Figure 1. Placed cells, one colour a class (run 1).
Fill, decap, tap and diode cells in grey.
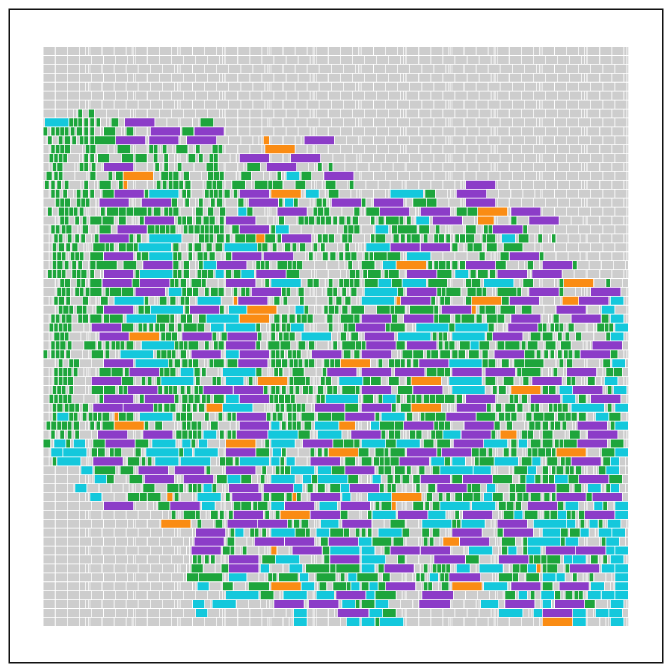
Figure 2. The metal 3 layer (run 1).
Scale bar: 50 µm.
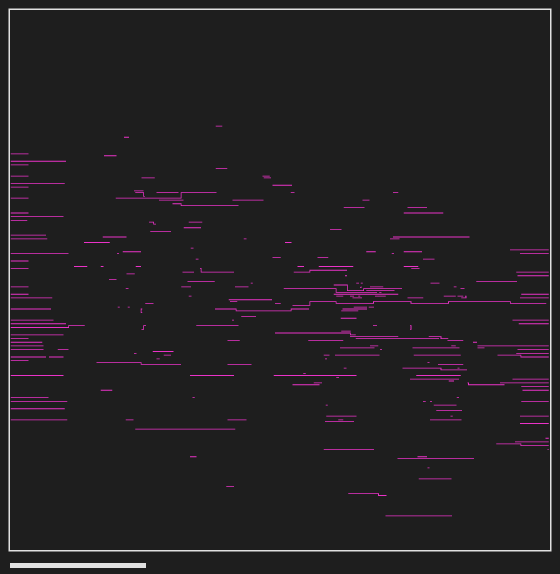
Figure 3. Clock routing (run 1).
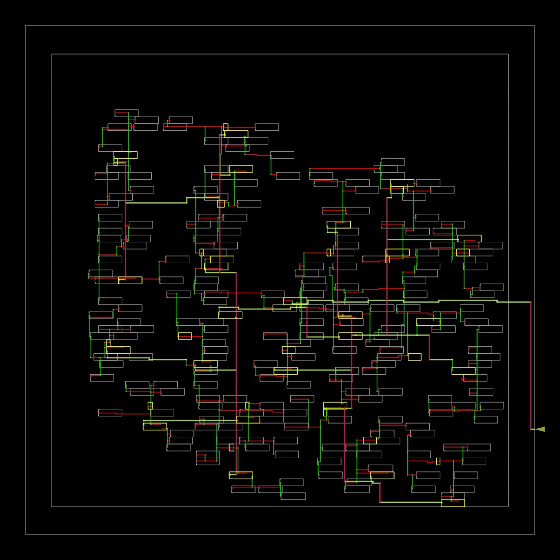
## config.mk

```make
export PLATFORM = sky130hd
export DESIGN_NAME = shift_unit
export DESIGN_NICKNAME = d
export VERILOG_FILES = /design/src/rtl/shift_pkg.sv /design/src/rtl/shift_stage.sv /design/src/rtl/shift_unit.sv
export SDC_FILE = /design/constraint.sdc
export NUM_CORES = 1
export LEC_CHECK = 0
export ABC_AREA = 1
export ABC_CLOCK_PERIOD_IN_PS = 1300
export CAP_MARGIN = 25
export CORE_MARGIN = 10
export CORE_UTILIZATION = 35
export DETAILED_ROUTE_END_ITERATION = 10
export DONT_BUFFER_PORTS = 1
export HOLD_SLACK_MARGIN = 0.12
export PLACE_DENSITY = 0.62
export SLEW_MARGIN = 5
export SYNTH_ARGS = -nofsm -noshare
export SYNTH_HDL_FRONTEND = slang
export SYNTH_SLANG_ARGS = --single-unit
```

## constraint.sdc

```tcl
create_clock -name clk -period 1.3 [get_ports clk]
set_clock_uncertainty 0.05 [all_clocks]
set_input_delay 0.39 -clock clk [delete_from_list [all_inputs] [get_ports clk]]
set_output_delay 0.39 -clock clk [all_outputs]
set_load 0.02 [all_outputs]
```

## src/rtl/shift_pkg.sv

```systemverilog
// Shared definitions for the pipelined shift unit.
//   shift_op_e  : operation encoding (SLL, SRL, SRA, ROR)
//   stage_ctl_t : control part of a stage record (valid, op, operand MSB);
//                 the width-dependent fields (data, amount, tag) travel beside it.
package shift_pkg;

  typedef enum logic [1:0] {
    OP_SLL = 2'b00,
    OP_SRL = 2'b01,
    OP_SRA = 2'b10,
    OP_ROR = 2'b11
  } shift_op_e;

  typedef struct packed {
    logic      valid;
    shift_op_e op;
    logic      msb;    // operand MSB captured at acceptance, used as SRA fill
  } stage_ctl_t;

endpackage

```

## src/rtl/shift_stage.sv

```systemverilog
// One pipeline stage: conditionally shifts by 2**K when amount bit K is set,
// then registers the full stage record.
//   load        : stage may capture its upstream record this cycle
//   prev_*      : upstream record (unit input for K == 0)
//   ctl_q/...   : registered record presented to the next stage
module shift_stage
  import shift_pkg::*;
#(
  parameter int unsigned WIDTH = 32,
  parameter int unsigned TAGW  = 4,
  parameter int unsigned K     = 0,
  localparam int unsigned AMTW = $clog2(WIDTH)
) (
  input  logic             clk,
  input  logic             rst_n,
  input  logic             load,
  input  stage_ctl_t       prev_ctl,
  input  logic [WIDTH-1:0] prev_data,
  input  logic [AMTW-1:0]  prev_amt,
  input  logic [TAGW-1:0]  prev_tag,
  output stage_ctl_t       ctl_q,
  output logic [WIDTH-1:0] data_q,
  output logic [AMTW-1:0]  amt_q,
  output logic [TAGW-1:0]  tag_q
);

  localparam int unsigned STEP = 1 << K;

  logic [WIDTH-1:0] shifted;

  // Single mux level: pass-through or shift by STEP with op-specific fill.
  always_comb begin
    shifted = prev_data;
    if (prev_amt[K]) begin
      case (prev_ctl.op)
        OP_SLL: shifted = prev_data << STEP;
        OP_SRL: shifted = prev_data >> STEP;
        OP_SRA: shifted = (prev_data >> STEP) |
                          (prev_ctl.msb ? ~({WIDTH{1'b1}} >> STEP) : '0);
        OP_ROR: shifted = (prev_data >> STEP) | (prev_data << (WIDTH - STEP));
      endcase
    end
  end

  // Stage record; payload only moves when a valid record arrives.
  always_ff @(posedge clk or negedge rst_n) begin
    if (!rst_n) begin
      ctl_q  <= '0;
      data_q <= '0;
      amt_q  <= '0;
      tag_q  <= '0;
    end else if (load) begin
      ctl_q.valid <= prev_ctl.valid;
      if (prev_ctl.valid) begin
        ctl_q.op  <= prev_ctl.op;
        ctl_q.msb <= prev_ctl.msb;
        data_q    <= shifted;
        amt_q     <= prev_amt;
        tag_q     <= prev_tag;
      end
    end
  end

endmodule

```

## src/rtl/shift_unit.sv

```systemverilog
// Pipelined barrel shifter (SLL/SRL/SRA/ROR) with valid/ready handshakes.
// AMTW = log2(WIDTH) stages, each resolving one amount bit.
//   clk, rst_n                       : clock, async active-low reset
//   in_valid/in_ready                : request handshake
//   in_data, in_amt, in_op, in_tag   : operand, amount, op, opaque tag
//   out_valid/out_ready              : result handshake
//   out_data, out_zero, out_tag      : result, result==0 flag, tag
module shift_unit
  import shift_pkg::*;
#(
  parameter int unsigned WIDTH = 32,
  parameter int unsigned TAGW  = 4,
  localparam int unsigned AMTW = $clog2(WIDTH)
) (
  input  logic             clk,
  input  logic             rst_n,
  input  logic             in_valid,
  output logic             in_ready,
  input  logic [WIDTH-1:0] in_data,
  input  logic [AMTW-1:0]  in_amt,
  input  logic [1:0]       in_op,
  input  logic [TAGW-1:0]  in_tag,
  output logic             out_valid,
  input  logic             out_ready,
  output logic [WIDTH-1:0] out_data,
  output logic             out_zero,
  output logic [TAGW-1:0]  out_tag
);

  stage_ctl_t       in_ctl;
  stage_ctl_t       ctl_q  [AMTW];
  logic [WIDTH-1:0] data_q [AMTW];
  logic [AMTW-1:0]  amt_q  [AMTW];
  logic [TAGW-1:0]  tag_q  [AMTW];
  logic [AMTW:0]    ready;

  assign in_ctl = '{valid: in_valid, op: shift_op_e'(in_op), msb: in_data[WIDTH-1]};

  // Stage k may load when empty or when its downstream neighbour loads/drains.
  always_comb begin
    ready[AMTW] = out_ready;
    for (int k = AMTW - 1; k >= 0; k--) begin
      ready[k] = ~ctl_q[k].valid | ready[k+1];
    end
  end

  // Stage valids are already clear in reset; rst_n still masks the request side.
  assign in_ready = rst_n & ready[0];

  for (genvar k = 0; k < AMTW; k++) begin : g_stage
    stage_ctl_t       prev_ctl;
    logic [WIDTH-1:0] prev_data;
    logic [AMTW-1:0]  prev_amt;
    logic [TAGW-1:0]  prev_tag;

    if (k == 0) begin : g_head
      assign prev_ctl  = in_ctl;
      assign prev_data = in_data;
      assign prev_amt  = in_amt;
      assign prev_tag  = in_tag;
    end else begin : g_body
      assign prev_ctl  = ctl_q[k-1];
      assign prev_data = data_q[k-1];
      assign prev_amt  = amt_q[k-1];
      assign prev_tag  = tag_q[k-1];
    end

    shift_stage #(
      .WIDTH (WIDTH),
      .TAGW  (TAGW),
      .K     (k)
    ) u_stage (
      .clk       (clk),
      .rst_n     (rst_n),
      .load      (ready[k]),
      .prev_ctl  (prev_ctl),
      .prev_data (prev_data),
      .prev_amt  (prev_amt),
      .prev_tag  (prev_tag),
      .ctl_q     (ctl_q[k]),
      .data_q    (data_q[k]),
      .amt_q     (amt_q[k]),
      .tag_q     (tag_q[k])
    );
  end

  assign out_valid = ctl_q[AMTW-1].valid;
  assign out_data  = data_q[AMTW-1];
  assign out_tag   = tag_q[AMTW-1];
  // Zero flag taken from the final data register.
  assign out_zero  = ~|data_q[AMTW-1];

  // Final-stage op/msb/amount have no consumer past the last stage.
  logic unused_tail;
  assign unused_tail = ^{ctl_q[AMTW-1].op, ctl_q[AMTW-1].msb, amt_q[AMTW-1]};

endmodule

```

==> summary.txt, run 1 <==
TritonCTS clock tree - built
Total routing usage reported by global routing - 0.1768
Cell at the root of the clock tree - clkbuf_16
Routed length per placed instance - 17.80 µm
Number of nets in the final layout - 1,790
Post-DP HPWL - 21,220 µm
Failing checks - negative hold slack, negative setup slack
Hold Buf Count CTS - 11
Worst-case hold slack - -0.4861 ns
Cells traversed along the worst timing path - nor2_1, nand2_1, nor3_2, nand3b_1, nor2_4
Vertical die dimension - 198.8 µm
Count of antenna diodes in the layout - 0
Count of buffers inserted at the top-level ports - 0
Global route overflow - 0
Setup violations, final - 239
Bufs and invs on worst path - 0
Die footprint - 39,540 µm²
Avg Cell Area, Syn - 7.090 µm²
Minimum setup slack in the final design - -0.7002 ns
Global-route wire length before repair - 57,370 µm
Final Hold Vio Count - 250
Via count of the first global-routing pass - 10,847
Comb area - 6310 µm²
Number of clock buffers inserted by TritonCTS - 24
CTS sink cnt - 207
Synth area leader - dfrtp_1
Site row count - 65
Fraction of post-synthesis cell area in the top cell type by area - 0.4627
Final WL - 38,480 µm
Synthesized chip area reported by yosys - 11,190 µm²
Crit Path Category - reg2out
Share of the clock period used by the worst path after layout - 1.539
Async set-or-reset flop fraction in the synthesized netlist - 1.000
Measured slew at the worst slew-check pin - 0.5055 ns
Final design instance area without fill - 16,990 µm²
Via count normalized by instance count - 5.208
Leakage power summed over all cells - 8.263 nW
Instance area at placement - 12,510 µm²
Prevailing post-synth register cell - dfrtp_1
Tool warnings - 33
Number of enable flip-flop cells - 0
Depth of the CTS H-tree - 1
Result of the run - complete, but fails checks
-- Figure 1 (at the start) --
Key: cyan = other buffers and delay cells [cells 237, share of their area 21%]; green = all other logic [cells 1,273, share of their area 43%]; purple = flip-flops [cells 207, share of their area 31%]; orange = clock drivers and dummy loads [cells 43, share of their area 4.6%]

-- Figure 2 (at the start) --
The layer carries 2,020 µm of wire. The wires run mostly horizontal. 157 nets have wire on it. The longest straight run is 36.6 µm. The layer holds 5.3% of the routed length.

-- Figure 3 (at the start) --
count of sequential standard cells: 207
clk ins delay skew pair: 0.52 ns

==> run 1: cell families (layout without fill, tap and decap cells) <==
kind of cell | count (synthesis) | count (layout) | share of synthesized area
flops | 207 | 207 | 0.4627
simple gates | 792 | 792 | 0.2904
xor+xnor | 1 | 1 | 0.001453
buf+inv | 275 | 456 | 0.1051
compound gates | 304 | 304 | 0.1404
==> run 1: final cells by class <==
cell class              instances  share of cell area
inverters                     176             0.04132
clock inverters                 4            0.001326
multi-input cells            1097              0.3715
well taps                     402             0.02961
clock buffers                  39             0.04346
flip-flops and latches        207              0.3054
repair buffers                237              0.2074
==> run 1: timing repair <==
action	4_1_cts	5_1_grt
setup endpoints to repair	206	243
hold endpoints to repair	251	252
pin swaps	46	69
gates cloned	34	18
buffers inserted	44	29
resized	308	345
==> run 1: flip-flops by register name, indices dropped and copies added, names as in the netlist <==
| signal | count |
|---|---|
| g_stage.u_stage.amt_q | 10 |
| g_stage.u_stage.tag_q | 20 |
| g_stage.u_stage.data_q | 160 |
| g_stage.u_stage.ctl_q | 17 |
==> run 1: cell usage after synthesis (2+ instances only) <==
cell type	number
dfrtp_1	207
nand3b_1	2
a21oi_1	37
nand2_2	3
buf_4	4
nor2_1	86
nand3_2	2
inv_1	170
inv_2	5
nor2_2	2
nor3_1	2
o211ai_1	8
a22oi_1	8
nand3_1	157
o21ai_1	50
o21ai_0	193
buf_2	37
buf_1	6
o22ai_1	8
nand2_1	528
clkbuf_1	41
buf_6	11
nand4_1	5
==> run 1: through the flow <==
step                      worst slack [ns]  power [mW]
final                              -0.7002       40.59
after global routing               -0.8068       42.88
after CTS                          -0.7279       36.57
after detailed placement           -0.2096       24.35
after global placement             -0.1753       24.10
after floorplan                    -0.1581       18.98
==> run 1: final timing paths <==
kind / from / to / slack (ns)
worst max-delay path: g_stage[4].u_stage.data_q[31]$_DFFE_PN0P_ / out_zero / -0.70
worst min-delay path: rst_n / g_stage[4].u_stage.data_q[13]$_DFFE_PN0P_ / -0.49
worst max register to register: g_stage[3].u_stage.ctl_q[3]$_DFFE_PN0P_ / g_stage[3].u_stage.data_q[5]$_DFFE_PN0P_ / -0.55
worst min register to register: g_stage[0].u_stage.tag_q[2]$_DFFE_PN0P_ / g_stage[1].u_stage.tag_q[2]$_DFFE_PN0P_ / 0.42
max in group asynchronous: rst_n / g_stage[1].u_stage.ctl_q[1]$_DFFE_PN0P_ / 1.25
min in group clk: in_valid / g_stage[0].u_stage.data_q[23]$_DFFE_PN0P_ / -0.05
==> run 1: layer usage <==
metal  global-route usage  vias up  part of all wire
li1                     -     5386                 -
met1               0.2194     5452              0.40
met2               0.3010      328              0.51
met3              0.03143       94             0.052
met4              0.06329        0             0.038
met5                    0        -                 0
==> run 1: report_power, final <==
part | total (mW) | internal (mW) | switching [mW]
Clock | 6.54 | 3.86 | 2.69
Combinational | 23.1 | 10.8 | 12.3
Sequential | 10.9 | 8.89 | 2.01
Figure 4. Wiring heat map (run 1).
Scale bar: 50 µm. The die is cut into 40 by 40 equal tiles; dark blue is low, red is high, scaled to the fullest tile. Values are wire area over tile area, all layers added.
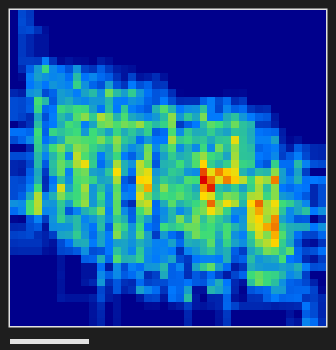

--- run 2 (diff from run 1) ---
--- a/config.mk
+++ b/config.mk
@@ -9,11 +9,11 @@
 export ABC_CLOCK_PERIOD_IN_PS = 1300
 export CAP_MARGIN = 25
 export CORE_MARGIN = 10
-export CORE_UTILIZATION = 35
+export CORE_UTILIZATION = 30
 export DETAILED_ROUTE_END_ITERATION = 10
 export DONT_BUFFER_PORTS = 1
 export HOLD_SLACK_MARGIN = 0.12
-export PLACE_DENSITY = 0.62
+export PLACE_DENSITY = 0.56
 export SLEW_MARGIN = 5
 export SYNTH_ARGS = -nofsm -noshare
 export SYNTH_HDL_FRONTEND = slang
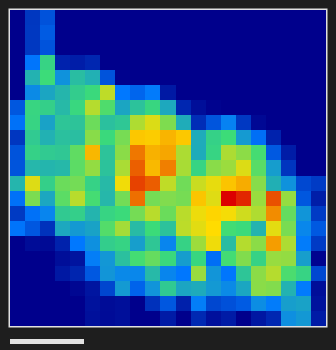
Figure 5: run 2, wiring heat map.
Scale bar: 50 µm. The die is cut into 21 by 21 equal tiles; dark blue is low, red is high, scaled to the fullest tile. Values are wire area over tile area, all layers added.
The emptiest ninth of the die: upper right. The densest ninth of the die: centre. 33% of the tiles are nearly empty. 23% of the tiles are over half the peak.
routed length per placed instance: 17.07 µm
count of vias placed by the detailed router: 11,063
total routing usage reported by global routing: 0.1601
final WL: 37,830 µm

==> summary.txt, run 2 <==
Crit Path Category - reg2out
Via count normalized by instance count - 4.992
CP Launch Point - g_stage[4].u_stage.data_q[31]$_DFFE_PN0P_
Worst-case hold slack - -0.4873 ns
Worst setup path end - out_zero
Instance area at placement - 12,570 µm²
Count of antenna diodes in the layout - 0
Most flops, register - g_stage.u_stage.data_q
Number of nets in the final layout - 1,779
Vertical die dimension - 213.2 µm
Number of clock buffers inserted by TritonCTS - 25
Cells traversed along the worst timing path - nor2_1, nand2_1, nor3_2, nand3b_1, nor2_4
Measured slew at the worst slew-check pin - 0.5524 ns
Final Hold Vio Count - 250
Minimum setup slack among reg-to-reg paths - -0.43 ns
Setup violations, final - 239
Result of the run - complete, but fails checks
Share of the clock period used by the worst path after layout - 1.545
Minimum setup slack in the final design - -0.7085 ns
Clk ins delay skew pair - 0.53 ns
Tool warnings - 33
Failing checks - negative hold slack, negative setup slack
FF-to-FF End - g_stage[3].u_stage.data_q[6]$_DFFE_PN0P_
Count of buffers inserted at the top-level ports - 0
Site row count - 70
Max FFs per register - 160
Reg2Reg Launch Point - g_stage[3].u_stage.ctl_q[3]$_DFFE_PN0P_
Fraction of post-synthesis cell area in the top cell type by area - 0.4627
Depth of the CTS H-tree - 1
Post-DP HPWL - 22,110 µm
Via count of the first global-routing pass - 10,885
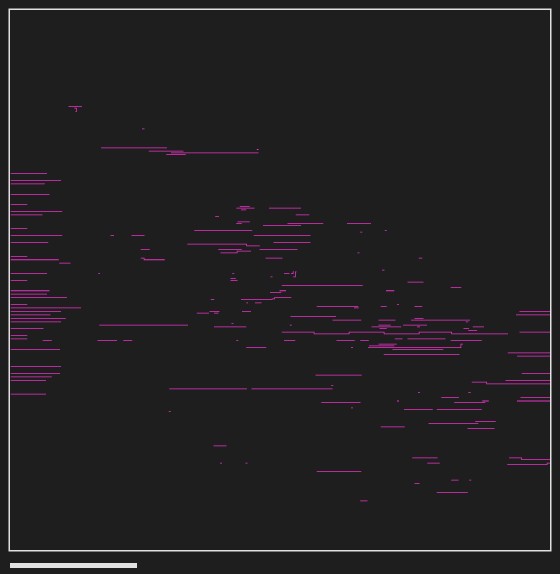
Figure 6: run 2, the metal 3 layer.
Scale bar: 50 µm.
The layer carries 1,760 µm of wire. 119 nets have wire on it. The longest straight run is 36.6 µm. The layer holds 4.6% of the routed length.
Global Route met3 Usage: 0.02566

[run 2: final cells by class]
class,instances,area (µm²),share of cell area
clock buffers,33,725.7,0.04244
repair buffers,224,3306,0.1933
repair inverters,1,11.26,0.0006586
multi-input cells,1097,6444,0.3768
inverters,176,704.4,0.04120
flip-flops and latches,207,5189,0.3035
well taps,468,585.6,0.03425
clock inverters,10,133.9,0.007830
[run 2: timing repair]
action / CTS / global route
setup buffers: 52 / 27
endpoints found under the setup margin: 218 / 244
gates cloned: 37 / 9
gates resized: 394 / 314
pin swaps: 64 / 58
hold endpoints to repair: 251 / 252
[run 2: kinds of logic (layout without fill, tap and decap cells)]
group | Yosys count | after routing | synth area share
buffers and inverters | 275 | 444 | 0.1051
AOI/OAI and AO/OA | 304 | 304 | 0.1404
and+or+nand+nor | 792 | 792 | 0.2904
xor gates and xnor gates | 1 | 1 | 0.001453
DFF | 207 | 207 | 0.4627
[run 2: how the worst min path moves through the flow]
stage	slack (ns)	from	endpoint	depth (start not counted)
after floorplan	0.04	rst_n	g_stage[0].u_stage.amt_q[1]$_DFFE_PN0P_	0
after global placement	0.05	rst_n	g_stage[4].u_stage.data_q[12]$_DFFE_PN0P_	0
after global routing	-0.50	rst_n	g_stage[4].u_stage.data_q[7]$_DFFE_PN0P_	0
after CTS	-0.49	rst_n	g_stage[2].u_stage.data_q[20]$_DFFE_PN0P_	0
final	-0.49	rst_n	g_stage[4].u_stage.data_q[7]$_DFFE_PN0P_	0
after detailed placement	0.05	rst_n	g_stage[4].u_stage.data_q[13]$_DFFE_PN0P_	0
[run 2: power breakdown]
group	switching, mW	total [mW]	internal (mW)
clock network	2.78	7.27	4.49
logic	12.4	23.0	10.6
registers	1.99	10.9	8.89
total	17.1	41.2	24.0
[run 2: critical path, delay by kind of cell, from the launching register on]
| kind | cells | cell delay, ns |
|---|---|---|
| simple gates | 5 | 0.67 |
| flops | 1 | 0.38 |
[run 2: per-stage QoR]
stage / hold slack, ns / setup slack [ns] / cells / total power, mW / setup TNS (ns)
detailed placement: 0.05134 / -0.2938 / 2076 / 24.46 / -19.92
floorplan: 0.04441 / -0.1581 / 1579 / 18.98 / -1.620
CTS: -0.4924 / -0.7516 / 2210 / 37.85 / -77.50
global route: -0.4995 / -0.8139 / 2216 / 43.56 / -67.85
global placement: 0.05157 / -0.2958 / 2076 / 24.27 / -14.30
finish: -0.4873 / -0.7085 / 2216 / 41.17 / -54.18
[run 2: metal layers]
layer  vias up  global-route usage  wire length, µm  part of all wire
met3        68             0.02566             1755             0.046
li1       5382                   -                -                 -
met1      5355              0.2049            15910              0.42
met5         -                   0                0                 0
met4         0             0.04155             1019             0.027
met2       258              0.2747            19140              0.51
Figure 7. Clock routing (run 2).
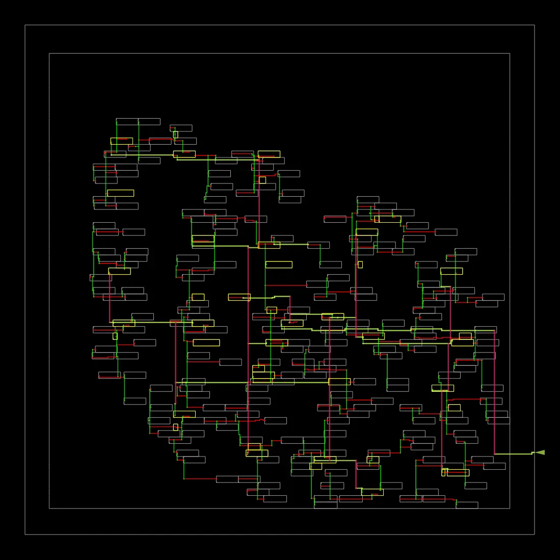

--- run 3 (diff from run 2) ---
--- a/config.mk
+++ b/config.mk
@@ -8,12 +8,14 @@
 export ABC_AREA = 1
 export ABC_CLOCK_PERIOD_IN_PS = 1300
 export CAP_MARGIN = 25
+export CELL_PAD_IN_SITES_DETAIL_PLACEMENT = 0
+export CELL_PAD_IN_SITES_GLOBAL_PLACEMENT = 1
 export CORE_MARGIN = 10
 export CORE_UTILIZATION = 30
 export DETAILED_ROUTE_END_ITERATION = 10
 export DONT_BUFFER_PORTS = 1
 export HOLD_SLACK_MARGIN = 0.12
-export PLACE_DENSITY = 0.56
+export PLACE_DENSITY = 0.69
 export SLEW_MARGIN = 5
 export SYNTH_ARGS = -nofsm -noshare
 export SYNTH_HDL_FRONTEND = slang
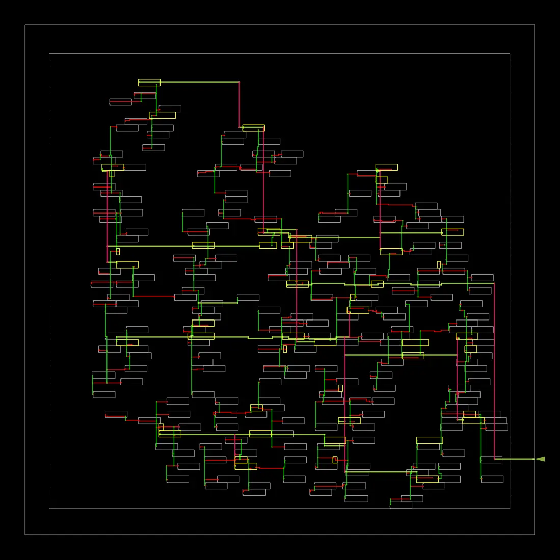
Figure 8: run 3, clock routing.
power consumed by the clock network: 7.54 mW
Clock Buffer Count: 35
clk ins delay skew pair: 0.54 ns
number of clock buffers inserted by TritonCTS: 25

==> summary.txt, run 3 <==
Synth area leader - dfrtp_1
CTS sink cnt - 207
Share of the clock period used by the worst path after layout - 1.630
Final Hold Vio Count - 250
Minimum setup slack in the final design - -0.8193 ns
Pre-CTS setup slack - -0.2213 ns
Crit Path Category - reg2out
Global-route wire length before repair - 59,810 µm
Most used standard cells in the synthesized netlist - nand2_1 (528), dfrtp_1 (207), o21ai_0 (193)
Switching power summed over all nets - 16.36 mW
Measured slew at the worst slew-check pin - 0.6137 ns
Count of antenna diodes in the layout - 0
Tool warnings - 33
Cell at the root of the clock tree - clkbuf_16
Largest registers - g_stage.u_stage.data_q (160), g_stage.u_stage.tag_q (20), g_stage.u_stage.ctl_q (17)
Failing checks - negative hold slack, negative setup slack
Power, Total - 39.91 mW
TritonCTS clock tree - built
Worst-case hold slack - -0.5098 ns
Result of the run - complete, but fails checks
Die footprint - 45,440 µm²
Bufs and invs on worst path - 1
Setup violations, final - 242
Instance area at placement - 12,650 µm²
FF-to-FF End - g_stage[0].u_stage.data_q[0]$_DFFE_PN0P_
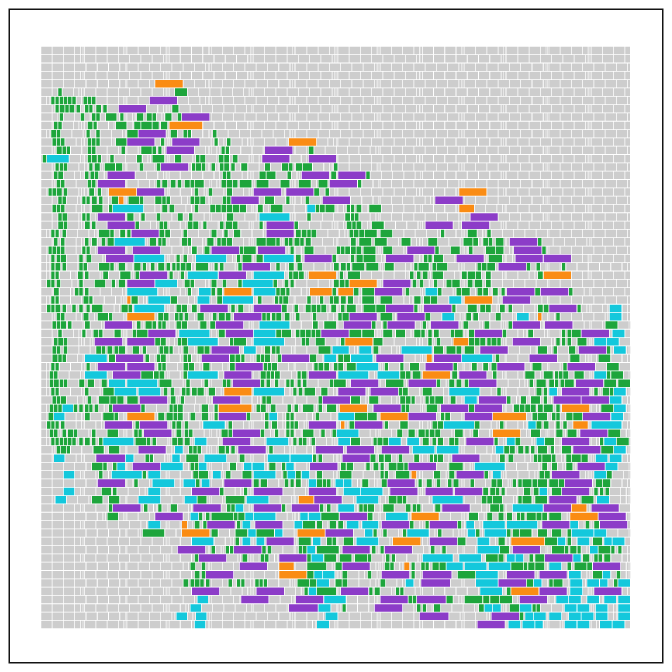
Figure 9: run 3, placed cells, one colour a class.
Fill, decap, tap and diode cells in grey.
Key: purple = flip-flops [cells 207, share of their area 32%]; orange = clock drivers and dummy loads [cells 45, share of their area 5.6%]; cyan = other buffers and delay cells [cells 226, share of their area 20%]; green = all other logic [cells 1,273, share of their area 42%]
flop share of the area: 0.3104
site row count: 70
final design instance area without fill: 16,710 µm²
final design utilization: 0.4555

-- run 3: cell counts after synthesis --
Identical to the previous run, type by type.
-- run 3: worst register-to-register path, cell delays in order (launching register included) --
cell	delay [ns]
dfrtp_1	0.40
nand3_4	0.10
nor2_4	0.15
nand3_4	0.10
buf_6	0.13
buf_6	0.11
buf_12	0.14
nand2_8	0.10
buf_12	0.13
buf_16	0.12
nand2_2	0.05
nand2_1	0.07
-- run 3: cells by family after synthesis --
family / after synthesis / share of synthesized area
and+or+nand+nor: 792 / 0.2904
AOI/OAI and AO/OA: 304 / 0.1404
buffers and inverters: 275 / 0.1051
DFF: 207 / 0.4627
xor gates and xnor gates: 1 / 0.001453
-- run 3: what timing repair did --
action / 4_1_cts / 5_1_grt
setup endpoints to repair: 217 / 244
pin swaps: 78 / 11
endpoints found under the hold margin: 252 / 252
gates cloned: 40 / 0
resized: 439 / 155
setup buffers: 50 / 16
-- run 3: per-stage QoR --
step,utilization,instances
after global routing,0.4555,2219
after CTS,0.4441,2219
after detailed placement,0.3446,2081
after global placement,0.3446,2081
after floorplan,-,1579
final,0.4555,2219
-- run 3: cell type report --
| class | instances | area share |
|---|---|---|
| Clock buffer | 35 | 0.04387 |
| Clock inverter | 10 | 0.009881 |
| Inverter | 176 | 0.04222 |
| Multi-Input combinational cell | 1097 | 0.3642 |
| Sequential cell | 207 | 0.3104 |
| Tap cell | 468 | 0.03503 |
| Timing Repair Buffer | 226 | 0.1943 |
-- run 3: worst max path at each step --
stage / startpoint / to / slack (ns) / cells past startpoint
floorplan: g_stage[4].u_stage.data_q[31]$_DFFE_PN0P_ / out_zero / -0.16 / 5
global placement: g_stage[4].u_stage.data_q[19]$_DFFE_PN0P_ / out_zero / -0.23 / 4
detailed placement: out_ready / g_stage[0].u_stage.data_q[2]$_DFFE_PN0P_ / -0.22 / 7
CTS: g_stage[4].u_stage.data_q[19]$_DFFE_PN0P_ / out_zero / -0.78 / 4
global route: g_stage[4].u_stage.data_q[10]$_DFFE_PN0P_ / out_zero / -0.88 / 5
finish: g_stage[4].u_stage.data_q[10]$_DFFE_PN0P_ / out_zero / -0.82 / 5
-- run 3: power groups by stage --
stage	combinational, mW	sequential [mW]	clock [mW]
after global placement	14.1	10.5	0
after CTS	20.5	10.6	7.68
final	21.7	10.7	7.54
after detailed placement	14.2	10.5	0
after floorplan	8.33	10.6	0
after global routing	23.5	11.0	7.98
-- run 3: routing by layer --
layer	up-vias	share of wire	routed length [µm]	track usage
met1	5174	0.41	15290	0.1979
li1	5364	-	-	-
met3	57	0.049	1831	0.02713
met4	0	0.028	1044	0.04889
met2	220	0.51	18840	0.2857
met5	-	0	0	0
Power and IR drop assume default switching activity.
